Fig. 1: routing congestion
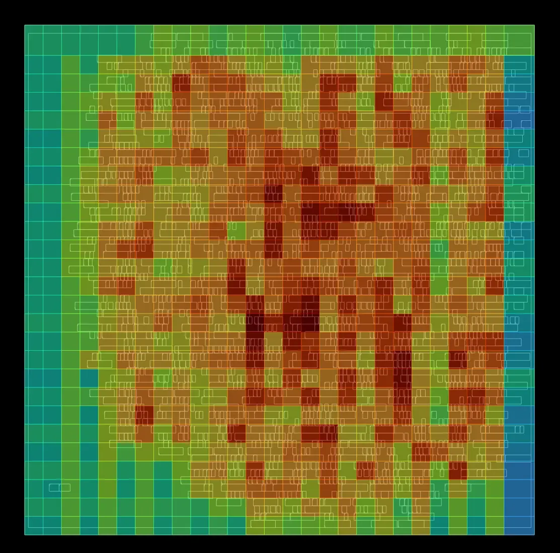
Fig. 2: met3 routing
Cells faint in the background.
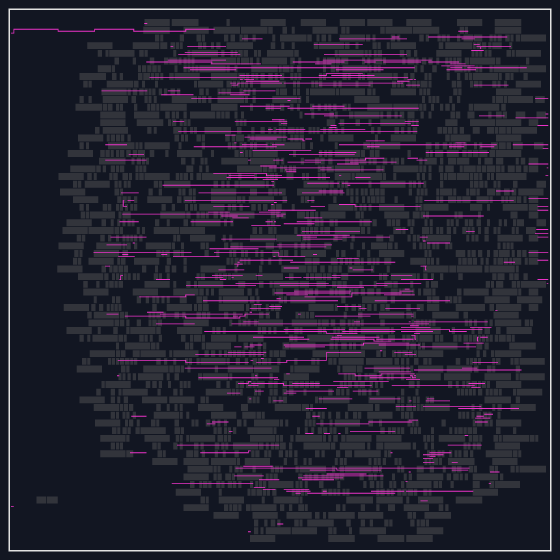
==> config.mk <==
export PLATFORM = sky130hd
export DESIGN_NAME = gcd_microprocessor
export DESIGN_NICKNAME = d
export VERILOG_FILES = /design/src/rtl/gcd_microprocessor.sv
export SDC_FILE = /design/constraint.sdc
export NUM_CORES = 1
export LEC_CHECK = 0
export ABC_AREA = 1
export CORE_MARGIN = 1
export CORE_UTILIZATION = 45
export CTS_BUF_LIST = sky130_fd_sc_hd__clkbuf_4 sky130_fd_sc_hd__clkbuf_8 sky130_fd_sc_hd__clkbuf_16
export DETAILED_ROUTE_END_ITERATION = 10
export PLACE_DENSITY = 0.65
export SYNTH_ARGS = -nofsm -noshare
export SYNTH_HDL_FRONTEND = slang
export SYNTH_SLANG_ARGS = --single-unit
==> constraint.sdc <==
create_clock -name clock -period 12.25 [get_ports clock]
set_clock_uncertainty 0.1 [all_clocks]
set_input_delay 2.45 -clock clock [delete_from_list [all_inputs] [get_ports clock]]
set_output_delay 2.45 -clock clock [all_outputs]
set_load 0.02 [all_outputs]
==> src/rtl/gcd_microprocessor.sv <==
// 8-bit accumulator processor whose memory resets to a GCD-by-subtraction program.
module gcd_microprocessor #(
  parameter int unsigned DATA_W = 8,
  parameter int unsigned ADDR_W = 5
) (
  input  logic              clock,
  input  logic              reset,
  input  logic              enter,
  input  logic [DATA_W-1:0] dataIn,
  output logic              Halt,
  output logic [2:0]        IR,
  output logic [DATA_W-1:0] dataOut
);

  localparam int unsigned OPC_W = 3;
  localparam int unsigned DEPTH = 1 << ADDR_W;

  localparam logic [OPC_W-1:0] OP_LOAD  = 3'b000;
  localparam logic [OPC_W-1:0] OP_STORE = 3'b001;
  localparam logic [OPC_W-1:0] OP_ADD   = 3'b010;
  localparam logic [OPC_W-1:0] OP_SUB   = 3'b011;
  localparam logic [OPC_W-1:0] OP_INPUT = 3'b100;
  localparam logic [OPC_W-1:0] OP_JZ    = 3'b101;
  localparam logic [OPC_W-1:0] OP_JPOS  = 3'b110;
  localparam logic [OPC_W-1:0] OP_HALT  = 3'b111;

  typedef enum logic [2:0] {
    S_FETCH,
    S_DECODE,
    S_EXECUTE,
    S_INPUT_WAIT,
    S_INPUT_RELEASE,
    S_HALT
  } state_t;

  state_t              state, state_n;
  logic [ADDR_W-1:0]   pc, pc_n;
  logic [DATA_W-1:0]   ir, ir_n;
  logic [DATA_W-1:0]   acc, acc_n;
  logic                halt_q;
  logic                mem_we;
  logic [DATA_W-1:0]   mem [DEPTH];

  logic [OPC_W-1:0]    opc;
  logic [ADDR_W-1:0]   opa;
  logic [DATA_W-1:0]   mem_rd;

  // Built-in GCD program: X -> 1E, Y -> 1F, subtract the smaller from the larger until equal.
  function automatic logic [DATA_W-1:0] prog_word(input int unsigned addr);
    logic [7:0] w;
    case (addr)
      0:  w = 8'h80; // INPUT
      1:  w = 8'h3E; // STORE 1E
      2:  w = 8'h80; // INPUT
      3:  w = 8'h3F; // STORE 1F
      4:  w = 8'h1E; // LOAD 1E
      5:  w = 8'h7F; // SUB 1F
      6:  w = 8'hAE; // JZ 0E
      7:  w = 8'hCC; // JPOS 0C
      8:  w = 8'h1F; // LOAD 1F
      9:  w = 8'h7E; // SUB 1E
      10: w = 8'h3F; // STORE 1F
      11: w = 8'hC4; // JPOS 04
      12: w = 8'h3E; // STORE 1E
      13: w = 8'hC4; // JPOS 04
      14: w = 8'h1E; // LOAD 1E
      15: w = 8'hE0; // HALT
      default: w = 8'h00;
    endcase
    return DATA_W'(w);
  endfunction

  assign opc    = ir[DATA_W-1 -: OPC_W];
  assign opa    = ir[ADDR_W-1:0];
  assign mem_rd = mem[opa];

  // Control state and datapath registers.
  always_ff @(posedge clock or posedge reset) begin
    if (reset) begin
      state  <= S_FETCH;
      pc     <= '0;
      ir     <= '0;
      acc    <= '0;
      halt_q <= 1'b0;
    end else begin
      state  <= state_n;
      pc     <= pc_n;
      ir     <= ir_n;
      acc    <= acc_n;
      halt_q <= (state_n == S_HALT);
    end
  end

  // Unified memory: reset reloads the program, STORE writes synchronously.
  always_ff @(posedge clock or posedge reset) begin
    if (reset) begin
      for (int i = 0; i < int'(DEPTH); i++) begin
        mem[i] <= prog_word(i);
      end
    end else if (mem_we) begin
      mem[opa] <= acc;
    end
  end

  // Next-state and datapath updates for each control step.
  always_comb begin
    state_n = state;
    pc_n    = pc;
    ir_n    = ir;
    acc_n   = acc;
    mem_we  = 1'b0;
    case (state)
      S_FETCH: begin
        ir_n    = mem[pc];
        pc_n    = pc + ADDR_W'(1);
        state_n = S_DECODE;
      end
      S_DECODE: begin
        case (opc)
          OP_INPUT: state_n = S_INPUT_WAIT;
          OP_HALT:  state_n = S_HALT;
          default:  state_n = S_EXECUTE;
        endcase
      end
      S_EXECUTE: begin
        state_n = S_FETCH;
        case (opc)
          OP_LOAD:  acc_n  = mem_rd;
          OP_STORE: mem_we = 1'b1;
          OP_ADD:   acc_n  = acc + mem_rd;
          OP_SUB:   acc_n  = acc - mem_rd;
          OP_JZ:    if (acc == '0) pc_n = opa;
          OP_JPOS:  if (!acc[DATA_W-1] && (acc != '0)) pc_n = opa;
          default:  ;
        endcase
      end
      S_INPUT_WAIT: begin
        if (enter) begin
          acc_n   = dataIn;
          state_n = S_INPUT_RELEASE;
        end
      end
      S_INPUT_RELEASE: begin
        // Wait for enter to drop so one pulse loads exactly one value.
        if (!enter) state_n = S_FETCH;
      end
      S_HALT:  state_n = S_HALT;
      default: state_n = S_FETCH;
    endcase
  end

  assign Halt    = halt_q;
  assign IR      = opc;
  assign dataOut = acc;

endmodule

==> reports/highlights.md <==
• 0.284 — Simple Share, Synth
• mem — register with the most flip-flops
• 0.451 — multi-input logic portion of the cell area
• 0.00827 — FA/HA/MAJ Cells, Area Fraction
• ir[0]$_DFFE_PP0P_ — crit path launch
• 0.011 — fraction of power consumed by combinational cells
• finished clean — run status
• buffers and inverters — top cell family by delay on the critical path
• 0.332 — Dominant cell area share
• 112 mW/mm^2 — P per Cell Area
• 0.995 mW — reported clock group power
• 919 x sky130_fd_sc_hd__nand2_1, 445 x sky130_fd_sc_hd__o21ai_0, 209 x sky130_fd_sc_hd__dfrtp_1 — leading cell types in the layout, fill and taps excluded
• 2237 — post-layout net count
• 37 — count of cell types in the netlist
• 1.95 mW — total power after layout
• 0 — Final Hold Fails
• 0.957 — routability-driven placement congestion ratio
• 0 — Inserted Diodes
• 0 — total of hold buffers inserted after clock tree synthesis
• 389 ps — worst hold margin
• 0.0627 — Final clock-cell share
• flop — Setup crit start kind
• 0.191 — compound-cell area share of the yosys netlist
• 4 — Worst Path Buf+Inv
• 455 — number of well taps
• 191 um — Die Span Y
• 281 — number of register bits inferred by synthesis
• 0 — total gr overflow
• met2 — layer carrying the most global-route usage
• 919 x sky130_fd_sc_hd__nand2_1, 445 x sky130_fd_sc_hd__o21ai_0, 213 x sky130_fd_sc_hd__dfrtp_1, 141 x sky130_fd_sc_hd__nor2_1, 113 x sky130_fd_sc_hd__clkbuf_1 — leading post-synthesis cells by instance count
• 0.421 — Final period util
• 0.00713 mm^2 — FF+latch area
• 2696 — non-filler cells, final
• 0.409 — proportion of cell area occupied by registers
• sky130_fd_sc_hd__nand2_1 — commonest non-fill, non-tap cell in the layout
• 60 ps — clock input transition at the sequential cells of the worst setup and hold paths
• 34 — clock buffers created by TritonCTS
• 0 — Post-CTS Resized
• 281 — count of sequential standard cells
• 14500 — number of global-route vias before repair
• ir[0]$_DFFE_PP0P_ — FF-to-FF Start
• sky130_fd_sc_hd__dfrtp_1 33%, sky130_fd_sc_hd__nand2_1 22%, sky130_fd_sc_hd__o21ai_0 14% — top cells by area
• sky130_fd_sc_hd__buf_4 — Critical-path top delay cell
• 256 — max reg flops
• 51 — non-clock buffer count in the final layout
• 1210 ps — transition time at the pin with the least slew margin
• clock — Top Consumer
• 0.444 — sequential element share of the synthesized area
• 0.00787 mm^2 — area used by multi-input combinational logic
About Fig. 1:
WL per Instance: 19.5 um
met2 global-route usage: 0.436
met3 global-route usage: 0.0576
final core utilization: 0.501

About Fig. 2:
The wires run mostly horizontal. The layer holds 9.1% of the routed length.

Power and IR drop assume default switching activity.
